$ cat config.mk
export PLATFORM = sky130hd
export DESIGN_NAME = note_player
export DESIGN_NICKNAME = d
export VERILOG_FILES = /design/src/rtl/note_player.sv
export SDC_FILE = /design/constraint.sdc
export NUM_CORES = 1
export LEC_CHECK = 0
export CAP_MARGIN = 20
export CORE_ASPECT_RATIO = 1.75
export CORE_MARGIN = 1.5
export CORE_UTILIZATION = 40
export DETAILED_ROUTE_END_ITERATION = 16
export GPL_ROUTABILITY_DRIVEN = 0
export PLACE_DENSITY_LB_ADDON = 0.3
export SETUP_SLACK_MARGIN = 0.3
export SLEW_MARGIN = 10
export SYNTH_ARGS = -nofsm -noshare
export SYNTH_HDL_FRONTEND = slang
export SYNTH_SLANG_ARGS = --single-unit
export TNS_END_PERCENT = 100
$ cat constraint.sdc
create_clock -name clk -period 2.8 [get_ports clk]
set_input_delay 0.84 -clock clk [delete_from_list [all_inputs] [get_ports clk]]
set_output_delay 0.84 -clock clk [all_outputs]
set_load 0.02 [all_outputs]
$ cat src/rtl/note_player.sv
// Square-wave note player: accepts one note (half-period divisor + length in
// beat ticks), plays it on spk, then holds a silent gap before the next note.
module note_player #(
    parameter int DIV_W     = 16,
    parameter int LEN_W     = 8,
    parameter int GAP_TICKS = 1
) (
    input  logic             clk,
    input  logic             reset,
    input  logic             tick,
    input  logic             stop,
    input  logic             note_valid,
    output logic             note_ready,
    input  logic [DIV_W-1:0] note_div,
    input  logic [LEN_W-1:0] note_len,
    output logic             spk,
    output logic             busy
);

    localparam int GW = (GAP_TICKS > 1) ? $clog2(GAP_TICKS) : 1;
    localparam logic [GW-1:0] GAP_LAST = GW'((GAP_TICKS > 0) ? GAP_TICKS - 1 : 0);

    typedef enum logic [1:0] {IDLE, TONE, GAP} state_t;

    state_t           state;
    logic [DIV_W-1:0] div_r;
    logic [DIV_W-1:0] hcnt;
    logic [LEN_W-1:0] len_r;
    logic [GW-1:0]    gcnt;

    always_comb begin
        note_ready = (state == IDLE) && !stop;
    end

    always_ff @(posedge clk or posedge reset) begin
        if (reset) begin
            state <= IDLE;
            spk   <= 1'b0;
            busy  <= 1'b0;
            div_r <= '0;
            hcnt  <= '0;
            len_r <= '0;
            gcnt  <= '0;
        end else if (stop) begin
            state <= IDLE;
            spk   <= 1'b0;
            busy  <= 1'b0;
            div_r <= '0;
            hcnt  <= '0;
            len_r <= '0;
            gcnt  <= '0;
        end else begin
            case (state)
                IDLE: begin
                    // Zero-length notes are consumed but never played.
                    if (note_valid && note_len != '0) begin
                        div_r <= note_div;
                        len_r <= note_len;
                        hcnt  <= '0;
                        state <= TONE;
                        busy  <= 1'b1;
                    end
                end
                TONE: begin
                    // The final tick wins over a coincident half-period toggle.
                    if (tick && len_r == LEN_W'(1)) begin
                        spk   <= 1'b0;
                        hcnt  <= '0;
                        len_r <= '0;
                        gcnt  <= '0;
                        if (GAP_TICKS == 0) begin
                            state <= IDLE;
                            busy  <= 1'b0;
                        end else begin
                            state <= GAP;
                        end
                    end else begin
                        if (tick) begin
                            len_r <= len_r - LEN_W'(1);
                        end
                        if (div_r == '0) begin
                            spk  <= 1'b0;
                            hcnt <= '0;
                        end else if (hcnt == div_r - DIV_W'(1)) begin
                            hcnt <= '0;
                            spk  <= ~spk;
                        end else begin
                            hcnt <= hcnt + DIV_W'(1);
                        end
                    end
                end
                GAP: begin
                    spk <= 1'b0;
                    if (tick) begin
                        if (gcnt == GAP_LAST) begin
                            gcnt  <= '0;
                            state <= IDLE;
                            busy  <= 1'b0;
                        end else begin
                            gcnt <= gcnt + GW'(1);
                        end
                    end
                end
                default: begin
                    state <= IDLE;
                    spk   <= 1'b0;
                    busy  <= 1'b0;
                end
            endcase
        end
    end

endmodule
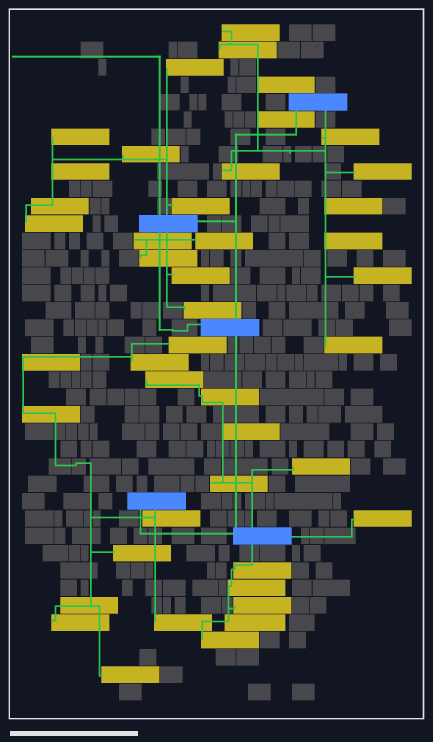
(clock distribution)
The bar under the picture is 20 um long.
[flip-flops] yellow | count: 44
[clock wires] green | length: 604 um
[clock-net drivers] blue | count: 5
routed clock nets	6
flops lie	widely spread
Clk network pwr share: 0.283
clk_lat worst skew: 290 ps
Clock group: 593 uW
Clock Skews: 7.443 ps

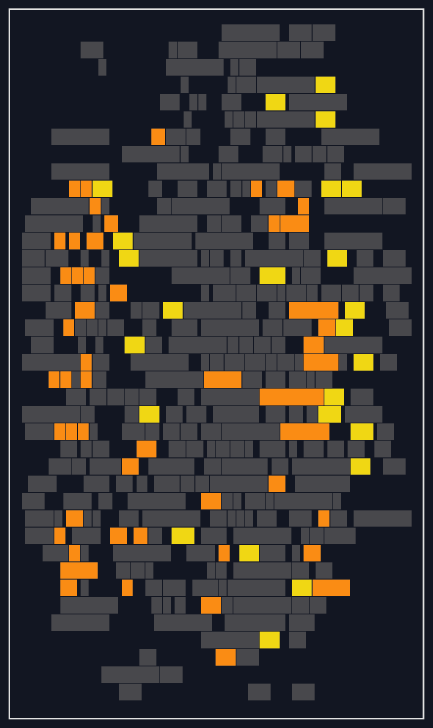
(logic cells by family)
family	colour	cells
aoi and oai cells	orange	51
non-inverting ao/oa cells	yellow	24
combinational share of cell area: 0.4261
most instantiated logic cell after routing: buf_4
Finished Layout Cells: 446

==> results.txt <==
run metrics: Log Warnings 30, worst setup path class reg2reg, fillcell total 543, final setup vio count 0, type of the most critical hold path reg2reg, CP most frequent cell buf_6, outcome finished clean, Place WS -227.0 ps, Slowest cell on crit path or4_4, fa+ha+maj area frac 0.01877, Least-Margin Pin Slew 698.4 ps, iteration tally of the first detailed-router pass 4, Switching Share 0.3223, sequential share of power 0.360, Setup WS post-layout 183.3 ps, fin nets 396, FP Core Util 0.4108, area growth from synthesis to layout 42.94%, LEAKAGE 0.001728 uW, post-layout period usage of the worst path 0.9345, Root Driver clkbuf_16, largest net degree at the start of global routing 21, share of layout cells above drive strength 1 0.2637, routed vias 2529, worst-path cell chain buf_6 -> or4_4 -> a31oi_4 -> o31ai_4 -> a2111oi_4 -> nand4_2 -> buf_6 -> or4b_1 -> nand3_1, htree depth 2, yosys synthesis chip area 2666 um^2, PwrDens 550.1 nW/um^2, DR DRC count 0, final WL 7582 um, core area 6490 um^2, antenna violations before repair 0, mux share 0.004223, die area 7184 um^2, CP peak stage delay 530 ps, # Max-Cap Violations 0, final slew viol count 0, cells after synthesis 285, Basic Gates by Area 0.2248, Cell area leaders dfrtp_1 (41%), xor2_1 (6.2%), a22o_1 (4.9%), Die W 64.72 um, initial DRC count 97, fin crit period 2617 ps, WP data arrival 2850 ps, Rows 39, I/O pin cnt 32, GRT overflow 0, Post-DP HPWL 5391 um, Critical Path RT 3030 ps, CTS clk-pin slew, worst paths 60 ps, sequential area share after synthesis 0.4130, Post-Synthesis Cell Area 2666 um^2, CTS Hold Bufs 0, Die Ht 111.0 um, Syn Area/Cell 9.355 um^2, GRT Total Usage 0.2243, Critical Path Sink Type flip-flop, Routed WL per cell 17.00 um, Comb pwr share 0.358, cell accounting for the most synthesized area dfrtp_1, Max Fclk 382.2 MHz, Vias/cell 5.670, Synthesized Nets 318, cells in synth_stat.txt 285, Peak VDD IR 0.3568 mV, Antenna Nets Post-Route 0, CP max FO 4, internal power 1421 uW, Dominant comb cell simple AND/OR/NAND/NOR gates, leading register cell type out of synthesis dfrtp_1, XOR-XNOR Cells, Area Fraction 0.1004, Compound Share, Synth 0.2023, post-synth cell types 55, asr flop ratio synth 1.000, Synth top area share 0.4130, CTS tree built, number of global-route vias before repair 2657, relative slew slack 0.5315, ANT cells 0, clock buffer depth 2, RSZ-0062 raised after global routing yes, Flops after synth 44, Synth top cell by count dfrtp_1, final core occ 0.5872, NetSw 675.7 uW, first-pass GRT wire length 12500 um, dpl cell area 3357 um^2, # port buffers 31, EDFF count, synth 0, Design Area, Final 3811 um^2
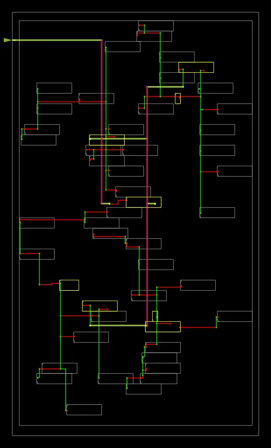
(the clock network)
clock sink count: 44
number of buffers created by CTS: 5
FFs & Latches: 44

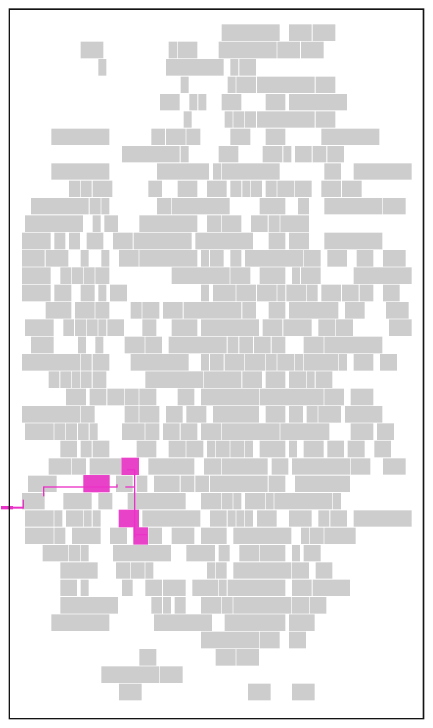
(I/O nets highlighted)
port	colour	bits	direction	end cells	wire
`tick`	magenta	1	input	4	31.2 um

-- path summary, 6_finish.rpt --
check | startpoint | endpoint | slack (ps) | cells after the start
max in group asynchronous | reset | div_r[2] | 1330 | 3
min in group asynchronous | reset | hcnt[6] | 880 | 2
worst max register to register | div_r[0] | spk | 180 | 9
worst min-delay path | len_r[6] | len_r[6] | 510 | 2
worst min register to register | len_r[6] | len_r[6] | 510 | 2
worst max-delay path | div_r[0] | spk | 180 | 9
-- routing by layer --
layer	share of wire	track usage
met5	0	0
met4	0.046	0.1404
met3	0.030	0.03655
met2	0.56	0.3986
met1	0.36	0.2370
-- power groups by stage --
stage	logic, uW	registers, uW	clock network, uW
floorplan	373	756	0
global placement	618	761	0
detailed placement	627	762	0
CTS	714	752	607
global route	818	764	629
finish	750	754	593
-- worst max-delay path, delay by kind of cell, from the launching register on --
family	cells	cell delay [ps]
and+or+nand+nor	4	1230
AOI/OAI and AO/OA	3	610
DFF	1	410
buffers and inverters	2	300
-- what timing repair did --
| item | CTS | global route |
|---|---|---|
| pin swaps | 14 | 12 |
| gates resized | 33 | 22 |
| setup endpoints to repair | 34 | 39 |
| cloned | 0 | 1 |
| setup buffers | 9 | 2 |
-- cell families (layout without fill, tap and decap cells) --
| kind of cell | after synthesis | after routing |
|---|---|---|
| adder cells (fa/ha/maj) | 4 | 4 |
| buffers and inverters | 23 | 102 |
| multiplexers | 1 | 1 |
| flip-flops | 44 | 44 |
| XOR/XNOR | 29 | 29 |
| AND/OR/NAND/NOR | 109 | 109 |
| AND-OR/OR-AND | 75 | 75 |
-- placed cells by master (no fill, tap or decap), types with 4 or more instances in the layout --
cell	n
nor3_1	7
buf_6	5
nor2_1	27
o21ai_0	12
nand3_1	12
inv_1	7
xnor2_1	9
xor2_1	19
nor4_1	4
nand2b_1	7
a21oi_1	11
dlymetal6s2s_1	8
buf_4	45
a22o_1	15
nand4_1	8
o31ai_1	5
clkbuf_16	6
clkdlybuf4s50_1	21
dfrtp_1	43
nand2_1	12
-- sequential cells by signal (all words and copies together), names as in the netlist --
name,cells
div_r,16
hcnt,16
len_r,8
state,2
busy,1
spk,1
-- layout make-up --
cell class	instances	area [um^2]	area share
Multi-Input combinational cell	218	1624	0.4261
Sequential cell	44	1102	0.2892
Timing Repair Buffer	84	798.3	0.2095
Clock buffer	8	146.4	0.03841
Tap cell	82	102.6	0.02692
Inverter	10	37.54	0.009849
-- per-stage QoR --
stage	setup TNS, ps	cells	power (uW)	hold slack (ps)
2_1_floorplan	0	285	1129	464.4
5_1_grt	0	446	2210	553.6
3_5_place_dp	-2906	426	1389	502.4
6_report	0	446	2097	511.4
4_1_cts	0	443	2073	515.0
3_3_place_gp	-1794	426	1380	496.2
No activity file was given, so power comes from the tool's default toggle rates.
